===== src/rtl/wb_arbiter.sv =====
// Writeback arbiter: ALU/LSU result merge into one register-file write port.
// Optional bypass outputs compiled in with WB_ARBITER_BYPASS_EN.
module wb_arbiter #(
  parameter int ADDR_WIDTH = 5,
  parameter int DATA_WIDTH = 32
) (
  input  logic                  clk,
  input  logic                  rst_n,
  input  logic                  alu_valid,
  output logic                  alu_ready,
  input  logic [ADDR_WIDTH-1:0] alu_rd,
  input  logic [DATA_WIDTH-1:0] alu_data,
  input  logic                  lsu_valid,
  output logic                  lsu_ready,
  input  logic [ADDR_WIDTH-1:0] lsu_rd,
  input  logic [DATA_WIDTH-1:0] lsu_data,
  output logic                  wen,
  output logic [ADDR_WIDTH-1:0] waddr,
  output logic [DATA_WIDTH-1:0] wdata,
  input  logic [ADDR_WIDTH-1:0] raddr1,
  input  logic [ADDR_WIDTH-1:0] raddr2,
  output logic                  byp1_hit,
  output logic                  byp2_hit,
  output logic [DATA_WIDTH-1:0] byp1_data,
  output logic [DATA_WIDTH-1:0] byp2_data
);

  logic                  last_lsu;
  logic                  alu_xfer;
  logic                  lsu_xfer;
  logic                  xfer;
  logic [ADDR_WIDTH-1:0] rd_sel;
  logic [DATA_WIDTH-1:0] data_sel;

  // Idle default favours the ALU; on contention the loser of last time wins.
  assign alu_ready = !lsu_valid || (alu_valid && last_lsu);
  assign lsu_ready = lsu_valid && (!alu_valid || !last_lsu);

  assign alu_xfer = alu_valid && alu_ready;
  assign lsu_xfer = lsu_valid && lsu_ready;
  assign xfer     = alu_xfer || lsu_xfer;

  always_comb begin
    rd_sel   = alu_rd;
    data_sel = alu_data;
    unique case (1'b1)
      lsu_xfer: begin
        rd_sel   = lsu_rd;
        data_sel = lsu_data;
      end
      default: begin
        rd_sel   = alu_rd;
        data_sel = alu_data;
      end
    endcase
  end

  always_ff @(posedge clk or negedge rst_n) begin
    if (!rst_n) begin
      wen      <= 1'b0;
      waddr    <= '0;
      wdata    <= '0;
      last_lsu <= 1'b1;
    end else begin
      wen <= xfer && (rd_sel != '0);
      if (xfer) begin
        waddr    <= rd_sel;
        wdata    <= data_sel;
        last_lsu <= lsu_xfer;
      end
    end
  end

`ifdef WB_ARBITER_BYPASS_EN
  assign byp1_hit  = wen && (raddr1 == waddr) && (raddr1 != '0);
  assign byp2_hit  = wen && (raddr2 == waddr) && (raddr2 != '0);
  assign byp1_data = byp1_hit ? wdata : '0;
  assign byp2_data = byp2_hit ? wdata : '0;
`else
  logic byp_unused;
  assign byp_unused = ^{raddr1, raddr2};
  assign byp1_hit   = 1'b0;
  assign byp2_hit   = 1'b0;
  assign byp1_data  = '0;
  assign byp2_data  = '0;
`endif

endmodule


===== config.mk =====
export PLATFORM = sky130hd
export DESIGN_NAME = wb_arbiter
export DESIGN_NICKNAME = d
export VERILOG_FILES = /design/src/rtl/wb_arbiter.sv
export SDC_FILE = /design/constraint.sdc
export NUM_CORES = 1
export LEC_CHECK = 0
export CELL_PAD_IN_SITES_DETAIL_PLACEMENT = 2
export CELL_PAD_IN_SITES_GLOBAL_PLACEMENT = 2
export CORE_MARGIN = 3
export CORE_UTILIZATION = 18
export DETAILED_ROUTE_END_ITERATION = 6
export MAX_ROUTING_LAYER = met4
export PLACE_DENSITY = 0.88
export SKIP_LAST_GASP = 1
export SLEW_MARGIN = 20
export SYNTH_ARGS = -nofsm -noshare
export SYNTH_HDL_FRONTEND = slang
export SYNTH_SLANG_ARGS = --single-unit

===== constraint.sdc =====
create_clock -name clk -period 1.5 [get_ports clk]
set_clock_uncertainty 0.05 [all_clocks]
set_input_delay 0.45 -clock clk [delete_from_list [all_inputs] [get_ports clk]]
set_output_delay 0.45 -clock clk [all_outputs]
set_load 0.01 [all_outputs]

==> job_summary.md <==
### Yosys + OpenROAD results

| Metric | Value |
|---|---|
| Ys Warns | 0 |
| Share of cells above drive strength 1 | between 10% and 20% |
| Clk_lat worst skew | approximately 0.29 ns |
| Netlist cell types | 21 |
| Registers, synthesis | 39 |
| Fa+ha+maj area frac | 0% |
| Post-Syn Instances | 316 |
| Antenna Nets Post-Route | 0 |
| Die width | about 130 µm |
| First-pass GRT wire length | 15190 µm |
| Post-detail-place hpwl | 7721 µm |
| Post-DP Area | 3938 µm² |
| Die area | 16850 µm² |
| Reg-to-Reg Start | last_lsu$_DFFE_PN1P_ |
| CTS buffer count | 5 |
| Max-slew violations | 0 |
| Cycle use final | 106.1% |
| Final WS setup | -0.09155 ns |
| Root Driver | clkbuf_16 |
| Synth cell count leaders | buf_4 (69), dfrtp_1 (38), o221a_1 (37) |
| XOR/XNOR Area Share | 0% |
| Most instantiated library cell after synthesis | buf_4 |
| Synth top area share | 34.47% |
| Top non-seq family | buffers and inverters |
| CTS Sinks | 39 |
| Tot Pwr | 0.003804 W |
| Leak | 1.882 nW |
| Ys flop type | dfrtp_1 |
| OpenROAD warnings | 38 |
| Boundary Pins | 194 |
| Clock-pin transition on the worst setup and hold timing paths | 0.07 ns |
| Main area contributors | dfrtp_1 (34%), buf_4 (19%), o221a_1 (15%) |
| Aoi share | 23.04% |
| FF-to-FF path depth | 6 |
| Largest net degree at the start of global routing | 67 |
| Total gr overflow | 0 |
| Crit Path Class | reg -> out |
| Number of standard cells reported by yosys | about 320 |
| Pre-Place Util | about a fifth |
| Failing checks | negative setup slack |
| Die H | 129.8 µm |
| R2R Setup Slk | -0.06 ns |
| Number of max-cap violations | 0 |
| Simple-Gate Area Share | 12.97% |
| Drt first pass iters | 4 |
| Crit path required time | around 1.0 ns |
| Fin. Hold Viols | 0 |
| Vias in the first global route | 2830 |
| CP startpoint kind | flip-flop |
| N_diodes | 0 |
| Max clock buf depth | 2 |
| Avg Inst Size Synth | approximately 8.7 µm² |
| Vias per inst | 4.171 |
| R2r endpoint | wdata[1]$_DFFE_PN0P_ |
| Final nets | 528 |
| Finish-stage setup viols | 39 |
| Cell area after synthesis | approximately 2800 µm² |
| Synthesis-to-finish area growth | 50.79% |
| Fmax | 628.3 MHz |
| CTS Hold Bufs | 0 |
| Ys async rst share | 100.0% |
| EDFF count, synth | 0 |
| Synth area leader | dfrtp_1 |
| DRC | 0 |
| Minimum clock period after layout | ~1.6 ns |
| RSZ-0062 raised after global routing | true |
| Run status | complete, but fails checks |
| Placed instance count | between 600 and 700 |
| Hold Crit Class | in -> async |
| Yosys stat area | around 2800 µm² |
| VDD IR max | 0.5221 mV |
| Seq/Total Area, Yosys | 35.42% |
| CTS H-tree lvls | 2 |
| CP endpoint kind | output port |
| CTS tree | done |
| Gpl congestion | 0.7838 |
| Initial antenna violation count | 0 |
| PD cells | slightly above 900 nW/µm² |
| Largest fanout on the critical path | 2 |
| Port buffer count | 117 |
| Mux share | 0% |
| Arrival @ worst endpoint | 1.09 ns |
| Initial DRC Count | 83 |
| Final-layout fill cell count | 1702 |
## how the worst max path moves through the flow
stage	endpoint	slack, ns	depth (start not counted)	start
detailed placement	wen$_DFF_PN0_	-0.37	4	lsu_rd[3]
global placement	lsu_ready	-0.30	5	alu_valid
finish	lsu_ready	-0.09	4	last_lsu$_DFFE_PN1P_
floorplan	lsu_ready	0.005	5	lsu_valid
global route	lsu_ready	-0.14	4	last_lsu$_DFFE_PN1P_
CTS	alu_ready	-0.21	3	last_lsu$_DFFE_PN1P_
## layer usage
| layer | global-route usage, % | vias up | routed length, µm |
|---|---|---|---|
| met5 | - | - | 0 |
| met4 | 2.139 | 0 | 61 |
| met3 | 2.210 | 6 | 620 |
| met2 | 21.17 | 111 | 5484 |
| met1 | 13.54 | 1285 | 4311 |
| li1 | - | 1205 | - |
## where the power goes
| part | switching (W) | internal (W) |
|---|---|---|
| clock network | 0.000477 | 0.000829 |
| registers | 0.0000788 | 0.00120 |
| logic | 0.000616 | 0.000607 |
| total | 0.00117 | 0.00263 |
## per-stage QoR
step,hold slack (ns),setup slack (ns),TNS (ns)
after floorplan,0.1044,0.005166,0
after global placement,0.3870,-0.2964,-9.719
after detailed placement,0.3982,-0.3734,-11.83
after CTS,0.08726,-0.2074,-0.3201
after global routing,0.09358,-0.1411,-3.332
final,0.07600,-0.09155,-1.706
## final cells by class
cell class                 count  area (µm²)  area share, %
clock buffer                   6       138.9          3.338
clock inverter                 2       35.03         0.8421
inverter                      34       127.6          3.068
multi-input combinational    219        1266          30.44
sequential                    39       977.2          23.49
tap                          184       230.2          5.534
timing repair buffer         141        1385          33.29
## state kept, by name, indices dropped and copies added (netlist names)
name      count
wdata        32
waddr         5
last_lsu      1
wen           1
## cells in the final DEF, fill, tap and decap left out
master / instances
a211o_1: 5
buf_12: 4
buf_6: 4
a21oi_1: 32
o21ai_1: 2
nor2_2: 1
nor2b_1: 5
o221a_1: 37
clkbuf_16: 7
nand3_1: 32
dfstp_2: 1
conb_1: 66
or4_4: 1
clkbuf_8: 1
clkinv_2: 1
nand2_8: 1
o21ai_0: 1
nor2_1: 32
bufinv_16: 1
nand2b_4: 1
or4_1: 1
clkdlybuf4s50_1: 69
clkbuf_2: 1
dlygate4sd2_1: 37
nand2_2: 2
dfrtp_1: 38
inv_2: 1
buf_4: 16
clkdlybuf4s15_1: 6
buf_2: 2
inv_1: 33
## cell families after synthesis
kind of cell           Yosys count
buffers and inverters          123
other                            1
and+or+nand+nor                 76
AOI/OAI and AO/OA               77
DFF                             39
## worst max-delay path, cell delays in order (launching register included)
cell and delay, ns:
dfstp_2 0.54, nand2_2 0.05, nand2_2 0.06, inv_2 0.04
buf_6 0.11
## timing repair
item / in CTS / in global routing
resized: 52 / 12
cloned: 0 / 3
endpoints found under the setup margin: 55 / 31
endpoints found under the hold margin: 0 / 0
buffers inserted: 0 / 1
pin swaps: 6 / 3
Register map, names as in the netlist:
The bar under the picture is 50 µm long.
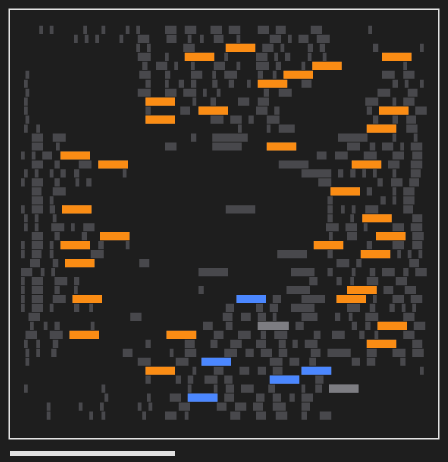
legend:
  wdata:
    color: orange
    placed_flops: 32
    where: all over the die
  waddr:
    color: blue
    placed_flops: 5
    where: south
final core utilization: 28.20%
register area: 977.2 µm²
flop share of the area: 23.49%
sequential cell power: 0.00127 W

Gate-type map:
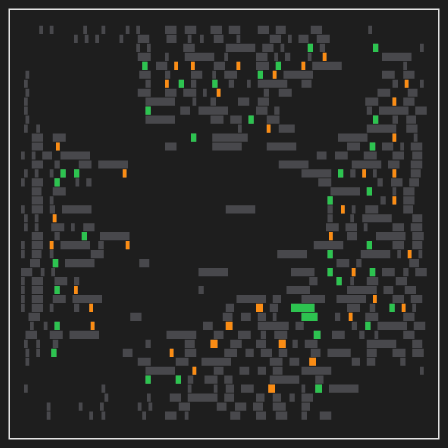
legend:
  NOR gates:
    color: orange
    cells: 38
    most_used: nor2_1
    where: all over the die
  NAND gates:
    color: green
    cells: 36
    most_used: nand3_1
    where: all over the die
Top cell excl fill/tap: clkdlybuf4s50_1
fraction of area in multi-input gates: 30.44%
fin cells: 625

Wiring by layer:
The bar under the picture is 50 µm long. Only two layers are drawn.
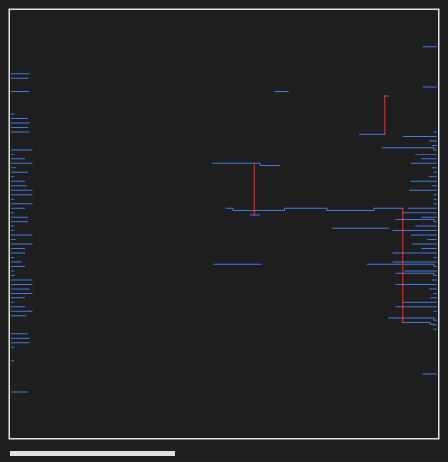
legend:
  met3:
    color: blue
    wire_length: 620 µm
  met4:
    color: red
    wire_length: 61.9 µm
overall routing resource usage: 11.68%
final WL: 10480 µm
Vias: 2607
WL per Instance: 16.76 µm

Placement by cell class:
The bar under the picture is 50 µm long.
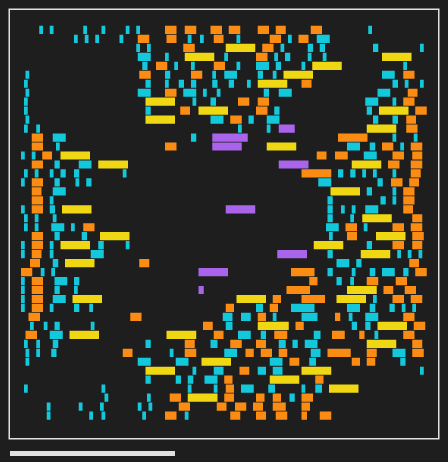
legend:
  clock drivers and dummy loads:
    color: purple
    cells: 8
  other buffers and delay cells:
    color: orange
    cells: 141
  all other logic:
    color: cyan
    cells: 253
  flops:
    color: yellow
    cells: 39
finished layout cell area: 4160 µm²
core area: 14750 µm²
standard-cell rows: 44

Power is estimated from default activity; no workload was simulated.
